$ cat src/rtl/avr_io_pkg.sv
// avr_io_pkg: shared AVR I/O constants for the pin-change interrupt block.
//   Holds the register addresses, the group index encoding (0=B,1=C,2=D,3=E)
//   and the pin width of each PCINT group.
package avr_io_pkg;
    localparam logic [5:0] PCIFR_ADDR  = 6'h1B;
    localparam logic [7:0] PCICR_ADDR  = 8'h68;
    localparam logic [7:0] PCMSK0_ADDR = 8'h6B;
    localparam logic [7:0] PCMSK3_ADDR = 8'h73;
    localparam int PCG_W0 = 8;
    localparam int PCG_W1 = 7;
    localparam int PCG_W2 = 8;
    localparam int PCG_W3 = 4;
    typedef enum logic [1:0] {PCG_B = 2'd0, PCG_C = 2'd1, PCG_D = 2'd2, PCG_E = 2'd3} pcg_e;
endpackage

$ cat src/rtl/pcint_ctrl_if.sv
// pcint_ctrl_if: register bus between the core and the pin-change controller.
//   IO_Addr/iore/iowe   I/O-space access (PCIFR)
//   ram_Addr/ramre/ramwe data-space access (PCICR, PCMSK0..3)
//   dbus_in             write data
//   dbus_out/out_en     read data and its drive enable, returned by the slave
interface pcint_ctrl_if;
    logic [5:0] IO_Addr;
    logic       iore;
    logic       iowe;
    logic [7:0] ram_Addr;
    logic       ramre;
    logic       ramwe;
    logic [7:0] dbus_in;
    logic [7:0] dbus_out;
    logic       out_en;
    modport master (output IO_Addr, iore, iowe, ram_Addr, ramre, ramwe, dbus_in, input dbus_out, out_en);
    modport slave (input IO_Addr, iore, iowe, ram_Addr, ramre, ramwe, dbus_in, output dbus_out, out_en);
endinterface

$ cat src/rtl/pcint_group.sv
// pcint_group: per-port pin synchroniser, history flop and masked change detect.
//   cp2, ireset  clock, synchronous active-high reset
//   i_pin[W]     raw pin levels
//   i_msk[W]     PCMSK bits of this group
//   o_edge_hit   some masked synchronised pin differs from its history
//   o_wake       combinational raw-pin change term, only with PCINT_WAKE_EN
module pcint_group #(
    parameter int W           = 8,
    parameter int SYNC_STAGES = 2
) (
    input  logic         cp2,
    input  logic         ireset,
    input  logic [W-1:0] i_pin,
    input  logic [W-1:0] i_msk,
    output logic         o_edge_hit,
    output logic         o_wake
);
    logic [W-1:0] r_sync [SYNC_STAGES];
    logic [W-1:0] r_hist;

    always_ff @(posedge cp2) begin
        if (ireset) begin
            for (int i = 0; i < SYNC_STAGES; i++) r_sync[i] <= '0;
            r_hist <= '0;
        end else begin
            r_sync[0] <= i_pin;
            for (int i = 1; i < SYNC_STAGES; i++) r_sync[i] <= r_sync[i-1];
            r_hist <= r_sync[SYNC_STAGES-1];
        end
    end

    assign o_edge_hit = |(i_msk & (r_sync[SYNC_STAGES-1] ^ r_hist));

`ifdef PCINT_WAKE_EN
    // Raw pin against history: no clock needed, so it still fires with cp2 gated.
    assign o_wake = |(i_msk & (i_pin ^ r_hist));
`else
    assign o_wake = 1'b0;
`endif
endmodule

$ cat src/rtl/pcint_ctrl.sv
// pcint_ctrl: pin-change interrupt controller for PCINT[27:0] (ports B/C/D/E).
//   cp2, ireset        clock, synchronous active-high reset
//   bus                pcint_ctrl_if slave: PCIFR in I/O space, PCICR/PCMSK0..3 in data space
//   pinB_i..pinE_i     raw pin levels 8/7/8/4
//   pcmsk0..3, pcie    mask and enable registers exported to the ports
//   irq                per-group request PCIFR & PCICR
//   irqack, irqackad   vector acceptance, clears the addressed flag
//   wake_req           combinational wake request when PCINT_WAKE_EN is defined, else 0
module pcint_ctrl #(
    parameter logic [5:0] PCIFR_ADDR  = avr_io_pkg::PCIFR_ADDR,
    parameter logic [7:0] PCICR_ADDR  = avr_io_pkg::PCICR_ADDR,
    parameter logic [7:0] PCMSK0_ADDR = avr_io_pkg::PCMSK0_ADDR,
    parameter logic [7:0] PCMSK3_ADDR = avr_io_pkg::PCMSK3_ADDR,
    parameter int         SYNC_STAGES = 2
) (
    input  logic         cp2,
    input  logic         ireset,
    pcint_ctrl_if.slave  bus,
    input  logic [7:0]   pinB_i,
    input  logic [6:0]   pinC_i,
    input  logic [7:0]   pinD_i,
    input  logic [3:0]   pinE_i,
    output logic [7:0]   pcmsk0,
    output logic [6:0]   pcmsk1,
    output logic [7:0]   pcmsk2,
    output logic [3:0]   pcmsk3,
    output logic [3:0]   pcie,
    output logic [3:0]   irq,
    input  logic         irqack,
    input  logic [1:0]   irqackad,
    output logic         wake_req
);
    import avr_io_pkg::*;

    logic [3:0] r_pcicr;
    logic [3:0] r_pcifr;
    logic [7:0] r_pcmsk0;
    logic [6:0] r_pcmsk1;
    logic [7:0] r_pcmsk2;
    logic [3:0] r_pcmsk3;
    logic [3:0] w_hit;
    logic [3:0] w_wake;
    logic [3:0] w_msel;
    logic [3:0] w_ack;
    logic [3:0] w_clr;
    logic       w_fr_sel;
    logic       w_cr_sel;

    pcint_group #(.W(PCG_W0), .SYNC_STAGES(SYNC_STAGES)) u_grp_b (.cp2(cp2), .ireset(ireset), .i_pin(pinB_i), .i_msk(r_pcmsk0), .o_edge_hit(w_hit[0]), .o_wake(w_wake[0]));
    pcint_group #(.W(PCG_W1), .SYNC_STAGES(SYNC_STAGES)) u_grp_c (.cp2(cp2), .ireset(ireset), .i_pin(pinC_i), .i_msk(r_pcmsk1), .o_edge_hit(w_hit[1]), .o_wake(w_wake[1]));
    pcint_group #(.W(PCG_W2), .SYNC_STAGES(SYNC_STAGES)) u_grp_d (.cp2(cp2), .ireset(ireset), .i_pin(pinD_i), .i_msk(r_pcmsk2), .o_edge_hit(w_hit[2]), .o_wake(w_wake[2]));
    pcint_group #(.W(PCG_W3), .SYNC_STAGES(SYNC_STAGES)) u_grp_e (.cp2(cp2), .ireset(ireset), .i_pin(pinE_i), .i_msk(r_pcmsk3), .o_edge_hit(w_hit[3]), .o_wake(w_wake[3]));

    assign w_fr_sel  = bus.IO_Addr == PCIFR_ADDR;
    assign w_cr_sel  = bus.ram_Addr == PCICR_ADDR;
    assign w_msel[0] = bus.ram_Addr == PCMSK0_ADDR;
    assign w_msel[1] = bus.ram_Addr == PCMSK0_ADDR + 8'd1;
    assign w_msel[2] = bus.ram_Addr == PCMSK0_ADDR + 8'd2;
    assign w_msel[3] = bus.ram_Addr == PCMSK3_ADDR;
    assign w_ack     = {irqackad == PCG_E, irqackad == PCG_D, irqackad == PCG_C, irqackad == PCG_B};
    assign w_clr     = ({4{bus.iowe & w_fr_sel}} & bus.dbus_in[3:0]) | ({4{irqack}} & w_ack);

    always_ff @(posedge cp2) begin
        if (ireset) begin
            r_pcicr  <= '0;
            r_pcifr  <= '0;
            r_pcmsk0 <= '0;
            r_pcmsk1 <= '0;
            r_pcmsk2 <= '0;
            r_pcmsk3 <= '0;
        end else begin
            // A new edge outranks any clear arriving in the same cycle.
            r_pcifr <= w_hit | (r_pcifr & ~w_clr);
            if (bus.ramwe) begin
                if (w_cr_sel) r_pcicr <= bus.dbus_in[3:0];
                if (w_msel[0]) r_pcmsk0 <= bus.dbus_in;
                if (w_msel[1]) r_pcmsk1 <= bus.dbus_in[6:0];
                if (w_msel[2]) r_pcmsk2 <= bus.dbus_in;
                if (w_msel[3]) r_pcmsk3 <= bus.dbus_in[3:0];
            end
        end
    end

    assign bus.out_en   = (bus.iore & w_fr_sel) | (bus.ramre & (w_cr_sel | (|w_msel)));
    assign bus.dbus_out = (bus.iore & w_fr_sel) ? {4'b0, r_pcifr} :
                          !bus.ramre            ? 8'h00 :
                          w_cr_sel              ? {4'b0, r_pcicr} :
                          w_msel[0]             ? r_pcmsk0 :
                          w_msel[1]             ? {1'b0, r_pcmsk1} :
                          w_msel[2]             ? r_pcmsk2 :
                          w_msel[3]             ? {4'b0, r_pcmsk3} : 8'h00;

    assign pcmsk0   = r_pcmsk0;
    assign pcmsk1   = r_pcmsk1;
    assign pcmsk2   = r_pcmsk2;
    assign pcmsk3   = r_pcmsk3;
    assign pcie     = r_pcicr;
    assign irq      = r_pcifr & r_pcicr;
    assign wake_req = |(r_pcicr & w_wake);
endmodule
$ cat src/flat_wrapper.sv
// flat-port wrapper written by rule: the top's interface ports become plain ports
module pcint_ctrl_flat import avr_io_pkg::*;
#(
    parameter logic [5:0] PCIFR_ADDR  = avr_io_pkg::PCIFR_ADDR,
    parameter logic [7:0] PCICR_ADDR  = avr_io_pkg::PCICR_ADDR,
    parameter logic [7:0] PCMSK0_ADDR = avr_io_pkg::PCMSK0_ADDR,
    parameter logic [7:0] PCMSK3_ADDR = avr_io_pkg::PCMSK3_ADDR,
    parameter int         SYNC_STAGES = 2
)
  (cp2, ireset, pinB_i, pinC_i, pinD_i, pinE_i, pcmsk0, pcmsk1, pcmsk2, pcmsk3, pcie, irq, irqack, irqackad, wake_req, bus_IO_Addr, bus_iore, bus_iowe, bus_ram_Addr, bus_ramre, bus_ramwe, bus_dbus_in, bus_dbus_out, bus_out_en);
  pcint_ctrl_if bus_i ();
  input  logic cp2;
  input  logic ireset;
  input  logic [7:0] pinB_i;
  input  logic [6:0] pinC_i;
  input  logic [7:0] pinD_i;
  input  logic [3:0] pinE_i;
  output logic [7:0] pcmsk0;
  output logic [6:0] pcmsk1;
  output logic [7:0] pcmsk2;
  output logic [3:0] pcmsk3;
  output logic [3:0] pcie;
  output logic [3:0] irq;
  input  logic irqack;
  input  logic [1:0] irqackad;
  output logic wake_req;
  input wire logic [$bits(bus_i.IO_Addr)-1:0] bus_IO_Addr;
  input wire logic [$bits(bus_i.iore)-1:0] bus_iore;
  input wire logic [$bits(bus_i.iowe)-1:0] bus_iowe;
  input wire logic [$bits(bus_i.ram_Addr)-1:0] bus_ram_Addr;
  input wire logic [$bits(bus_i.ramre)-1:0] bus_ramre;
  input wire logic [$bits(bus_i.ramwe)-1:0] bus_ramwe;
  input wire logic [$bits(bus_i.dbus_in)-1:0] bus_dbus_in;
  output wire logic [$bits(bus_i.dbus_out)-1:0] bus_dbus_out;
  output wire logic [$bits(bus_i.out_en)-1:0] bus_out_en;
  assign bus_i.IO_Addr = bus_IO_Addr;
  assign bus_i.iore = bus_iore;
  assign bus_i.iowe = bus_iowe;
  assign bus_i.ram_Addr = bus_ram_Addr;
  assign bus_i.ramre = bus_ramre;
  assign bus_i.ramwe = bus_ramwe;
  assign bus_i.dbus_in = bus_dbus_in;
  assign bus_dbus_out = bus_i.dbus_out;
  assign bus_out_en = bus_i.out_en;
  pcint_ctrl #(.PCIFR_ADDR(PCIFR_ADDR), .PCICR_ADDR(PCICR_ADDR), .PCMSK0_ADDR(PCMSK0_ADDR), .PCMSK3_ADDR(PCMSK3_ADDR), .SYNC_STAGES(SYNC_STAGES)) u_core (.cp2(cp2), .ireset(ireset), .bus(bus_i), .pinB_i(pinB_i), .pinC_i(pinC_i), .pinD_i(pinD_i), .pinE_i(pinE_i), .pcmsk0(pcmsk0), .pcmsk1(pcmsk1), .pcmsk2(pcmsk2), .pcmsk3(pcmsk3), .pcie(pcie), .irq(irq), .irqack(irqack), .irqackad(irqackad), .wake_req(wake_req));
endmodule
$ cat config.mk
export PLATFORM = sky130hd
export DESIGN_NAME = pcint_ctrl_flat
export DESIGN_NICKNAME = d
export VERILOG_FILES = /design/src/rtl/avr_io_pkg.sv /design/src/rtl/pcint_ctrl_if.sv /design/src/rtl/pcint_group.sv /design/src/rtl/pcint_ctrl.sv /design/src/flat_wrapper.sv
export SDC_FILE = /design/constraint.sdc
export NUM_CORES = 1
export LEC_CHECK = 0
export ABC_AREA = 1
export ABC_CLOCK_PERIOD_IN_PS = 2250
export CAP_MARGIN = 20
export CORE_UTILIZATION = 54
export CTS_CLUSTER_DIAMETER = 120
export CTS_CLUSTER_SIZE = 24
export DETAILED_ROUTE_END_ITERATION = 6
export HOLD_SLACK_MARGIN = 0.12
export PLACE_DENSITY = 0.95
export SLEW_MARGIN = 15
export SYNTH_ARGS = -nofsm -noshare
export SYNTH_HDL_FRONTEND = slang
export SYNTH_SLANG_ARGS = --single-unit
$ cat constraint.sdc
create_clock -name cp2 -period 2.25 [get_ports cp2]
set_input_delay 0.225 -clock cp2 [delete_from_list [all_inputs] [get_ports cp2]]
set_output_delay 0.225 -clock cp2 [all_outputs]
set_load 0.01 [all_outputs]
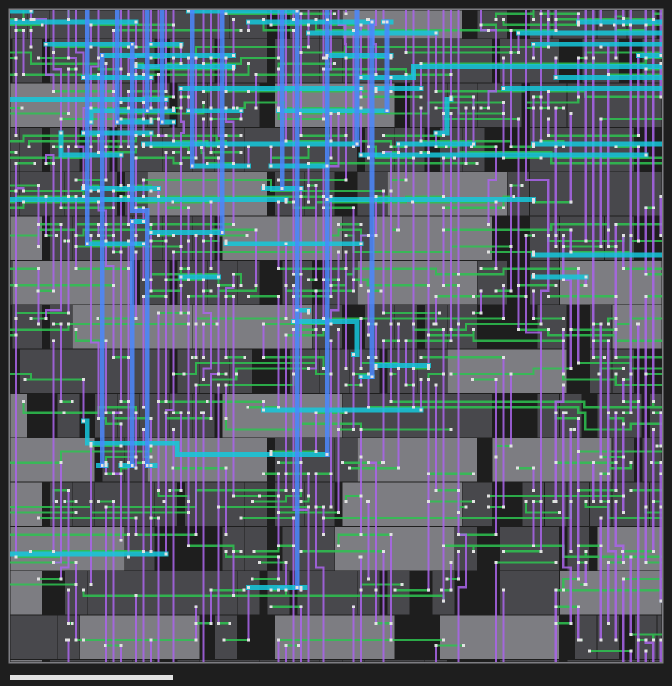
Figure 1: a small window of the routed layout.
The bar under the picture is 10 um long. Window x 27 to 67, y 8 to 48 um. Cells in gray, sequential cells in the stronger gray; small squares are vias.
| layer | color |
|---|---|
| metal 2 | purple |
| metal 3 | cyan |
| metal 4 | blue |
| metal 1 | green |
cells with their middle in the window: 170
sequential cells in the window: 26
most frequent: inv_1 (29), dfxtp_1 (26), nor2_1 (23)
netlist names of flops here include: u_core.u_grp_c.r_sync (8), u_core.pcmsk2 (6), u_core.u_grp_d.r_hist (4)

==> results.py <==
# Generated from Yosys and OpenROAD reports
metrics = {
    "run_status": {
        "status": "complete, no violations",
    },
    "setup_path": {
        "r2r-end": "u_core.r_pcifr[0]$_SDFF_PP0_",
        "crit_start": "bus_ram_Addr[4]",
        "worst-setup-path-type": "in2out",
        "crit_path_end": "bus_dbus_out[6]",
        "cp.depth": 9,
        "path_cells": "clkdlybuf4s50_1, inv_1, nand2_2, nor2_8, nand3_4, o21ai_0, a21oi_1, nor2_1, dlygate4sd2_1",
        "r2r_start": "u_core.pcmsk0[5]$_SDFFE_PP0P_",
        "worst-r2r-setup-slack_ns": 1.00,
        "cpMaxStageDelayCell": "clkdlybuf4s50_1",
        "required_ns": 2.03,
    },
    "floorplan": {
        "dieWidth_um": 94.0,
        "fp_util": 0.557,
        "rows": 33,
        "die.size.y_um": 94.0,
        "coreArea_um2": 8220,
        "dieArea_um2": 8840,
    },
    "pwr": {
        "power_uw": 4960,
        "power_leader": "clock",
        "pwr_density_cell_nw_per_um2": 781,
        "worst_ir_drop_vdd_v": 0.000606,
        "seq_power_share": 0.433,
        "p_seq_uw": 2150,
        "internal_power_uw": 3890,
        "p_comb_frac": 0.060,
        "switching_share": 0.216,
        "switchingPower_uw": 1070,
    },
    "yosys": {
        "ys_sh_adder": 0,
        "yosysTopAreaCellShare": 0.508,
        "synth.distinct_cells": 29,
        "ys_top_logic_family": "simple AND/OR/NAND/NOR gates",
        "muxShareOfSynthArea": 0,
        "ff_type": "dfxtp_1",
        "ys_sh_simple": 0.210,
        "avgSynthCellArea_um2": 7.52,
        "fp_nets": 666,
        "top_cells_by_area": "dfxtp_1, inv_1, nor2_1, a21oi_1, o21ai_0",
        "ys_warn_count": 0,
        "ys_chip_area_um2": 4570,
        "async_flop_share": 0,
        "ys_sh_aoi": 0.131,
        "yosys-top-cells-count": "inv_1, dfxtp_1, nor2_1, nand2_1, a21oi_1",
        "synth_area_um2": 4570,
        "top_cell": "inv_1",
        "xor_area_frac": 0.0134,
    },
    "clock_network": {
        "post-cts-setup-buffers": 1,
        "cts_buffers": 17,
        "cts_buffer_depth": 2,
        "cts_tree": "yes",
        "clock_latency_ns": 0.51,
        "cts.sinks": 116,
        "htreeDepth": 4,
        "cts_root_buffer": "clkbuf_8",
        "ctsHoldBuffers": 0,
    },
    "final_layout": {
        "nMultiInputCombCells": 337,
        "flop-count": 116,
        "regArea_um2": 2320,
        "clkCellAreaFrac": 0.0882,
        "n_antenna_cell": 0,
        "clock_buffers": 23,
        "logic_area_um2": 1650,
        "fillers": 534,
        "final_cell_count_no_fill": 852,
        "mostFrequentLayoutCell": "inv_1",
    },
    "worst_hold_path": {
        "worstHoldEndpoint": "u_core.pcmsk0[7]$_SDFFE_PP0P_",
        "hold_depth": 5,
    },
    "drt": {
        "dr.first_iter.drc_count": 383,
        "top_layer": "met4",
        "routed_wl_um": 12900,
        "wl_per_cell_um": 15.1,
    },
    "timing": {
        "finalSetupViolations": 0,
        "max_freq_ghz": 0.450,
        "finClkSkew_ns": 0.00644,
        "slew_headroom": 0.466,
        "final_hold_viol_count": 0,
        "drv_slew": 0,
        "holdWs_ns": 0.171,
    },
    "global_routing": {
        "grt_max_degree": 83,
        "antenna_found_initial": 0,
        "use_met3": 0.0704,
        "grt.total_usage": 0.310,
    },
    "place": {
        "post-place-ws_ns": -0.172,
        "dp_hpwl_um": 8480,
        "post_dp_cell_area_um2": 5740,
        "dp_cells": 814,
    },
    "run": {
        "openroad.warnings": 28,
    },
}
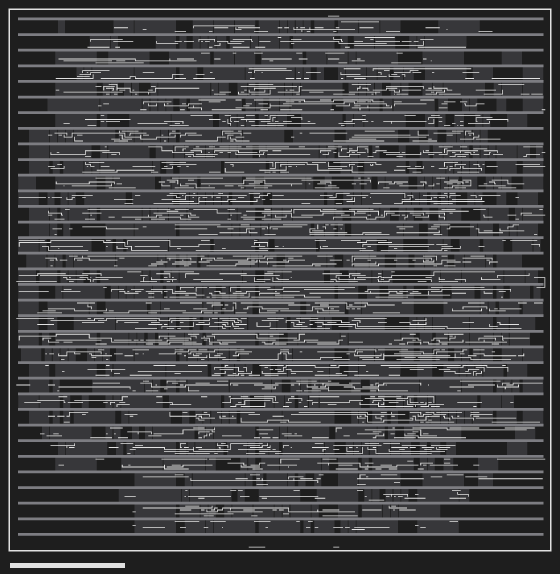
Figure 2: M1 wires.
The bar under the picture is 20 um long. Supply wires on this layer in gray.
longest straight run: 24.8 um
wire length on this layer: 4690 um
nets with wire on the layer: 717
share of all routed wire: 36%
main direction: horizontal
GR Util met1: 0.342
DR vias: 4465

Power and IR drop assume default switching activity.
